--- src/rtl/reg_writeback.sv ---
// reg_writeback -- write-back end of the MIPS register file.
//
// Owns the 32x32 architectural register array and gives decode two
// combinational read ports. When the sequencer presents the write-back
// stage, a four-state FSM (IDLE -> COMMIT -> DONE -> [HOLD] -> IDLE)
// captures the destination and the result once, writes the array on the
// following edge, and pulses wb_done for one cycle. A stage held at
// write-back never produces a second commit.
//
// Register 0 is hardwired to zero. Writes to it are dropped and are not
// counted.
//
// Optional feature: define WB_BYPASS_EN to forward write_data to a read
// port that addresses the register being written during the COMMIT cycle.
// Without the macro, the read ports show the array contents only.
//
// Ports:
//   clk, rst            rising-edge clock, asynchronous active-high reset
//   stage               current pipeline stage from the sequencer
//   regWrite            control: the result is to be written
//   regDest             control: 1 selects rd as destination, 0 selects rt
//   memToReg            control: 1 selects mem_read_data, 0 selects alu_result
//   rt, rd              register fields of the current instruction
//   alu_result          ALU output
//   mem_read_data       data memory output
//   read_reg_1/2        decode read addresses
//   read_data_1/2       decode read data (combinational)
//   wb_done             one-cycle pulse in the cycle after the commit edge
//   write_reg           last captured destination register
//   write_data          last captured write data
//   write_count         number of register writes actually performed
module reg_writeback #(
  parameter int         DATA_W   = 32,
  parameter int         NUM_REGS = 32,
  parameter logic [2:0] WB_STAGE = 3'd4
) (
  input  logic              clk,
  input  logic              rst,
  input  logic [2:0]        stage,
  input  logic              regWrite,
  input  logic              regDest,
  input  logic              memToReg,
  input  logic [4:0]        rt,
  input  logic [4:0]        rd,
  input  logic [DATA_W-1:0] alu_result,
  input  logic [DATA_W-1:0] mem_read_data,
  input  logic [4:0]        read_reg_1,
  input  logic [4:0]        read_reg_2,
  output logic [DATA_W-1:0] read_data_1,
  output logic [DATA_W-1:0] read_data_2,
  output logic              wb_done,
  output logic [4:0]        write_reg,
  output logic [DATA_W-1:0] write_data,
  output logic [15:0]       write_count
);

  typedef enum logic [1:0] {
    IDLE   = 2'd0,
    COMMIT = 2'd1,
    DONE   = 2'd2,
    HOLD   = 2'd3
  } state_t;

  state_t            state_r;
  logic [DATA_W-1:0] regs_r [NUM_REGS];
  logic              we_r;
  logic [4:0]        write_reg_r;
  logic [DATA_W-1:0] write_data_r;
  logic [15:0]       write_count_r;
  logic              wb_done_r;

  logic              commit_en_s;
  logic              fwd_1_s;
  logic              fwd_2_s;
  logic [DATA_W-1:0] read_data_1_s;
  logic [DATA_W-1:0] read_data_2_s;

  // A captured write only lands when enabled and not aimed at register 0.
  assign commit_en_s = we_r && (write_reg_r != 5'd0);

`ifdef WB_BYPASS_EN
  assign fwd_1_s = (state_r == COMMIT) && commit_en_s && (read_reg_1 == write_reg_r);
  assign fwd_2_s = (state_r == COMMIT) && commit_en_s && (read_reg_2 == write_reg_r);
`else
  assign fwd_1_s = 1'b0;
  assign fwd_2_s = 1'b0;
`endif

  // Write-back sequencer: capture in IDLE, write in COMMIT, pulse in DONE.
  always_ff @(posedge clk or posedge rst) begin
    if (rst) begin
      state_r       <= IDLE;
      we_r          <= 1'b0;
      write_reg_r   <= 5'd0;
      write_data_r  <= {DATA_W{1'b0}};
      write_count_r <= 16'd0;
      wb_done_r     <= 1'b0;
      for (int i = 0; i < NUM_REGS; i++) begin
        regs_r[i] <= {DATA_W{1'b0}};
      end
    end else begin
      wb_done_r <= 1'b0;
      case (state_r)
        IDLE: begin
          if (stage == WB_STAGE) begin
            write_reg_r  <= regDest ? rd : rt;
            write_data_r <= memToReg ? mem_read_data : alu_result;
            we_r         <= regWrite;
            state_r      <= COMMIT;
          end else begin
            state_r <= IDLE;
          end
        end
        COMMIT: begin
          if (commit_en_s) begin
            regs_r[write_reg_r] <= write_data_r;
            write_count_r       <= write_count_r + 16'd1;
          end
          // The pulse registered here is visible throughout DONE.
          wb_done_r <= 1'b1;
          state_r   <= DONE;
        end
        DONE: begin
          state_r <= (stage == WB_STAGE) ? HOLD : IDLE;
        end
        HOLD: begin
          // Parking here is what stops a lingering stage from recommitting.
          state_r <= (stage == WB_STAGE) ? HOLD : IDLE;
        end
        default: begin
          state_r <= IDLE;
        end
      endcase
    end
  end

  // Read port 1: register 0 reads zero, then optional forwarding, then array.
  always_comb begin
    read_data_1_s = {DATA_W{1'b0}};
    if (read_reg_1 == 5'd0) begin
      read_data_1_s = {DATA_W{1'b0}};
    end else if (fwd_1_s) begin
      read_data_1_s = write_data_r;
    end else begin
      read_data_1_s = regs_r[read_reg_1];
    end
  end

  // Read port 2: same selection as port 1.
  always_comb begin
    read_data_2_s = {DATA_W{1'b0}};
    if (read_reg_2 == 5'd0) begin
      read_data_2_s = {DATA_W{1'b0}};
    end else if (fwd_2_s) begin
      read_data_2_s = write_data_r;
    end else begin
      read_data_2_s = regs_r[read_reg_2];
    end
  end

  assign read_data_1 = read_data_1_s;
  assign read_data_2 = read_data_2_s;
  assign wb_done     = wb_done_r;
  assign write_reg   = write_reg_r;
  assign write_data  = write_data_r;
  assign write_count = write_count_r;

endmodule

--- config.mk ---
export PLATFORM = sky130hd
export DESIGN_NAME = reg_writeback
export DESIGN_NICKNAME = d
export VERILOG_FILES = /design/src/rtl/reg_writeback.sv
export SDC_FILE = /design/constraint.sdc
export NUM_CORES = 2
export LEC_CHECK = 0
export CAP_MARGIN = 20
export CORE_MARGIN = 5
export CORE_UTILIZATION = 25
export DETAILED_ROUTE_END_ITERATION = 12
export GPL_ROUTABILITY_DRIVEN = 0
export PLACE_DENSITY_LB_ADDON = 0.3
export RECOVER_POWER = 25
export SLEW_MARGIN = 25
export SYNTH_ARGS = -nofsm -noshare
export SYNTH_HDL_FRONTEND = slang
export SYNTH_SLANG_ARGS = --single-unit
--- constraint.sdc ---
create_clock -name clk -period 65.3 [get_ports clk]
set_input_delay 6.53 -clock clk [delete_from_list [all_inputs] [get_ports clk]]
set_output_delay 6.53 -clock clk [all_outputs]
set_load 0.1 [all_outputs]
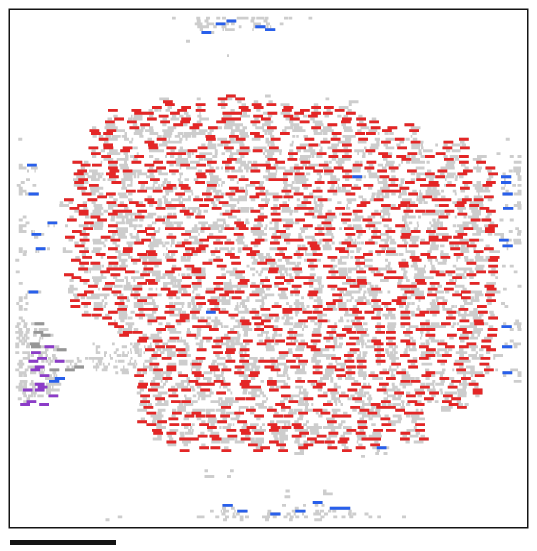
Fig. 1. Sequential cells grouped by signal name.
Bar = 100 µm. Other sequential cells in the stronger gray, the rest of the logic in the fainter gray.
| color | signal | sequential cells |
|---|---|---|
| purple | write_count | 16 |
| red | regs_r | 1,024 |
| blue | write_data | 32 |
not colored: 9

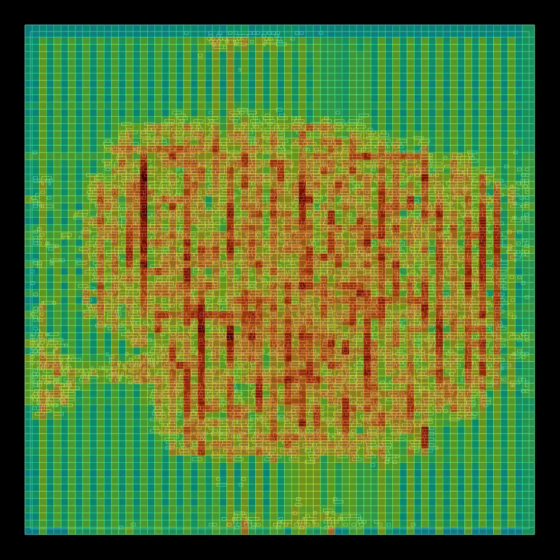
Fig. 2. Routing congestion.
GRT Overall Usage: 16.8%
most used routing layer: met2
M1 GR Usage: 23.1%

==> qor.yml <==
status: "finished, violations left"
violations: "max-capacitance violations, max-slew violations"
cts_made_buffers: 135
tritoncts: "built"
p_sw_uw: 554
holdWs_ns: 0.395
hold_path_class: "reg2reg"
layout.cells.non_filler: 6981
drive_above_1_share_pct: 45.7
vias_per_cell: 5.22
whs_endpoint: "regs_r[994]$_DFFE_PP0P_"
drc: 0
ys_types: 49
crit_path_start_kind: "input port"
power_frac_comb_pct: 15.6
htreeDepth: 4
pwr-share-clk_pct: 42.3
r2r_cells: 5
syn_nets: 3957
hold_violations: 0
period_minus_slack_ns: 18.01
synth_warnings: 0
drtPass1Iterations: 5
cts_hold_buf: 0
die_h_um: 488
grt_max_degree: 165
yosysSeqAreaShare_pct: 47.4
async_flop_share_pct: 100
vias: 36458
fmax_ghz: 0.0555
core_um2: 227000
antenna_found_initial: 9
whs_path_depth: 0
p_sw_share_pct: 30.5
synth-edff-count: 0
fp-utilization_pct: 25.1
cts-resized-gates: 0
die_area_um2: 238000
min_period_over_period_pct: 27.6
rsz0062_at_grt: "no"
synthFlopType: "dfrtp_1"
critPathKind: "in2out"
top_register: "regs_r"
peakVddDrop_uv: 32.8
io_pins: 210
fin_setup_tns_ns: 0
drv_slew: 587
root_buffer: "clkbuf_16"
dieWidth_um: 488
cellPowerDensity_nw_per_um2: 27.4
cts_buffer_depth: 3
drtIter0Drc: 3007
synthesis.area_um2: 57100
clkLatencyLatePin_ns: 0.79
r2r-end: "regs_r[814]$_DFFE_PP0P_"
clk_pin_slew_ns: 0.06
worstReg2RegStart: "state_r[1]$_DFF_PP0_"
grt_pass1_vias: 38388
tool_warnings: 41
tightest_slew_ns: 4.35
cts_setup_buffers: 0
routedWlPerCell_um: 28.9
leakagePower_nw: 29.6
wl_um: 202000
antenna_left: 0
grt_pass1_wl_um: 291000
finClkSkew_ns: 0.0329
port_buffers: 209
largest_reg_flops: 1024
power_report.internal_total_mw: 1.27
crit_path_max_fanout: 124
final_util_pct: 29.2
hpwlAfterDp_um: 112000
top_cells_by_area: "dfrtp_1, mux2_2, mux4_2"
nNetsFinal: 3956
worstHoldStart: "regs_r[994]$_DFFE_PP0P_"
ys_cells: 3864
top_cell_area_share_pct: 47.4
synthCells: 3864
seqPwrFrac_pct: 42.1
overflow: 0
top_cells_by_count: "dfrtp_1, mux2_2, mux4_2"
avgSynthCellArea_um2: 14.8
cts_sinks: 1081
syn_to_final_growth_pct: 16.4
critPathCaptureType: "output port"
top_cell: "dfrtp_1"
core.rowCount: 175
regToRegSetupSlack_ns: 59.83
post-synth-top-area-cell: "dfrtp_1"
setup_viol: 0
synth_flops: 1081
slew_headroom_pct: -190
finalPower_mw: 1.82
worstPathArrival_ns: 11.48
maxCapViolations: 20
dp_cells: 6733
crit_required_ns: 58.77
yosys_area_um2: 57100
layout make-up:
cell class | count | area [µm²]
Sequential cell | 1081 | 27100
Clock buffer | 205 | 4010
Tap cell | 3009 | 3760
Inverter | 10 | 50.0
Timing Repair Buffer | 305 | 2930
Multi-Input combinational cell | 2330 | 28100
Clock inverter | 38 | 512
Fill cell | 22826 | 161000
Antenna cell | 3 | 7.51
cells in the final DEF, fill, tap and decap left out, types with 6 or more instances in the layout:
cell,count
clkdlybuf4s50_1,191
xnor2_1,9
o21ai_0,145
nor2_4,6
bufinv_16,6
nand2_1,87
nor2b_1,67
buf_4,68
mux4_2,448
clkbuf_16,139
nand3_1,7
a211oi_1,64
dfrtp_2,18
a311oi_1,62
nand2_2,6
clkbuf_8,28
mux2_1,60
nand2_4,6
mux2_2,998
inv_1,7
o2111ai_1,20
buf_12,9
dfrtp_1,1063
buf_2,8
inv_6,6
a221oi_1,44
xor2_1,6
nor2_1,11
clkbuf_1,54
clkinv_2,13
a22oi_1,64
nor3_1,7
mux2i_1,165
how the worst max path moves through the flow:
stage	endpoint	from	cells past startpoint
floorplan	regs_r[0]$_DFFE_PP0P_	rst	1
global placement	read_data_2[0]	read_reg_2[2]	8
detailed placement	read_data_2[8]	read_reg_2[0]	7
CTS	read_data_2[8]	read_reg_2[0]	7
global route	read_data_2[1]	read_reg_2[2]	8
finish	read_data_2[1]	read_reg_2[2]	8
metal layers:
layer | part of all wire, % | up-vias | global-route usage, %
li1 | - | 14933 | -
met1 | 44 | 20083 | 23.1
met2 | 47 | 1144 | 26.9
met3 | 5.5 | 298 | 3.16
met4 | 3.0 | 0 | 5.25
met5 | 0 | - | 0
kinds of logic after synthesis:
| logic type | count (synthesis) | share of synthesized area, % |
|---|---|---|
| adders and majority gates | 1 | 0.0219 |
| xor gates and xnor gates | 15 | 0.230 |
| AOI/OAI and AO/OA | 405 | 4.98 |
| buffers and inverters | 453 | 3.66 |
| and+or+nand+nor | 238 | 2.25 |
| DFF | 1081 | 47.4 |
| muxes | 1671 | 41.5 |
metrics by stage:
| step | cell area (µm²) | worst slack (ns) |
|---|---|---|
| 2_1_floorplan | 57100 | 28.34 |
| 4_1_cts | 66500 | 47.03 |
| 3_5_place_dp | 62000 | 47.06 |
| 5_1_grt | 66400 | 47.09 |
| 3_3_place_gp | 61900 | 47.19 |
| 6_report | 66400 | 47.29 |
worst max-delay path, stage by stage:
cell,delay [ns]
buf_8,0.42
buf_12,0.60
buf_12,0.61
mux2i_1,0.17
a221oi_1,0.31
o21ai_0,0.24
a311oi_1,0.83
clkdlybuf4s50_1,1.28
power groups by stage:
| stage | logic, mW | registers [mW] | clock network [mW] |
|---|---|---|---|
| final | 0.285 | 0.766 | 0.770 |
| after global routing | 0.302 | 0.773 | 0.816 |
| after CTS | 0.291 | 0.766 | 0.791 |
| after detailed placement | 0.290 | 0.777 | 0 |
| after global placement | 0.287 | 0.775 | 0 |
| after floorplan | 0.180 | 0.790 | 0 |
Power is estimated from default activity; no workload was simulated.
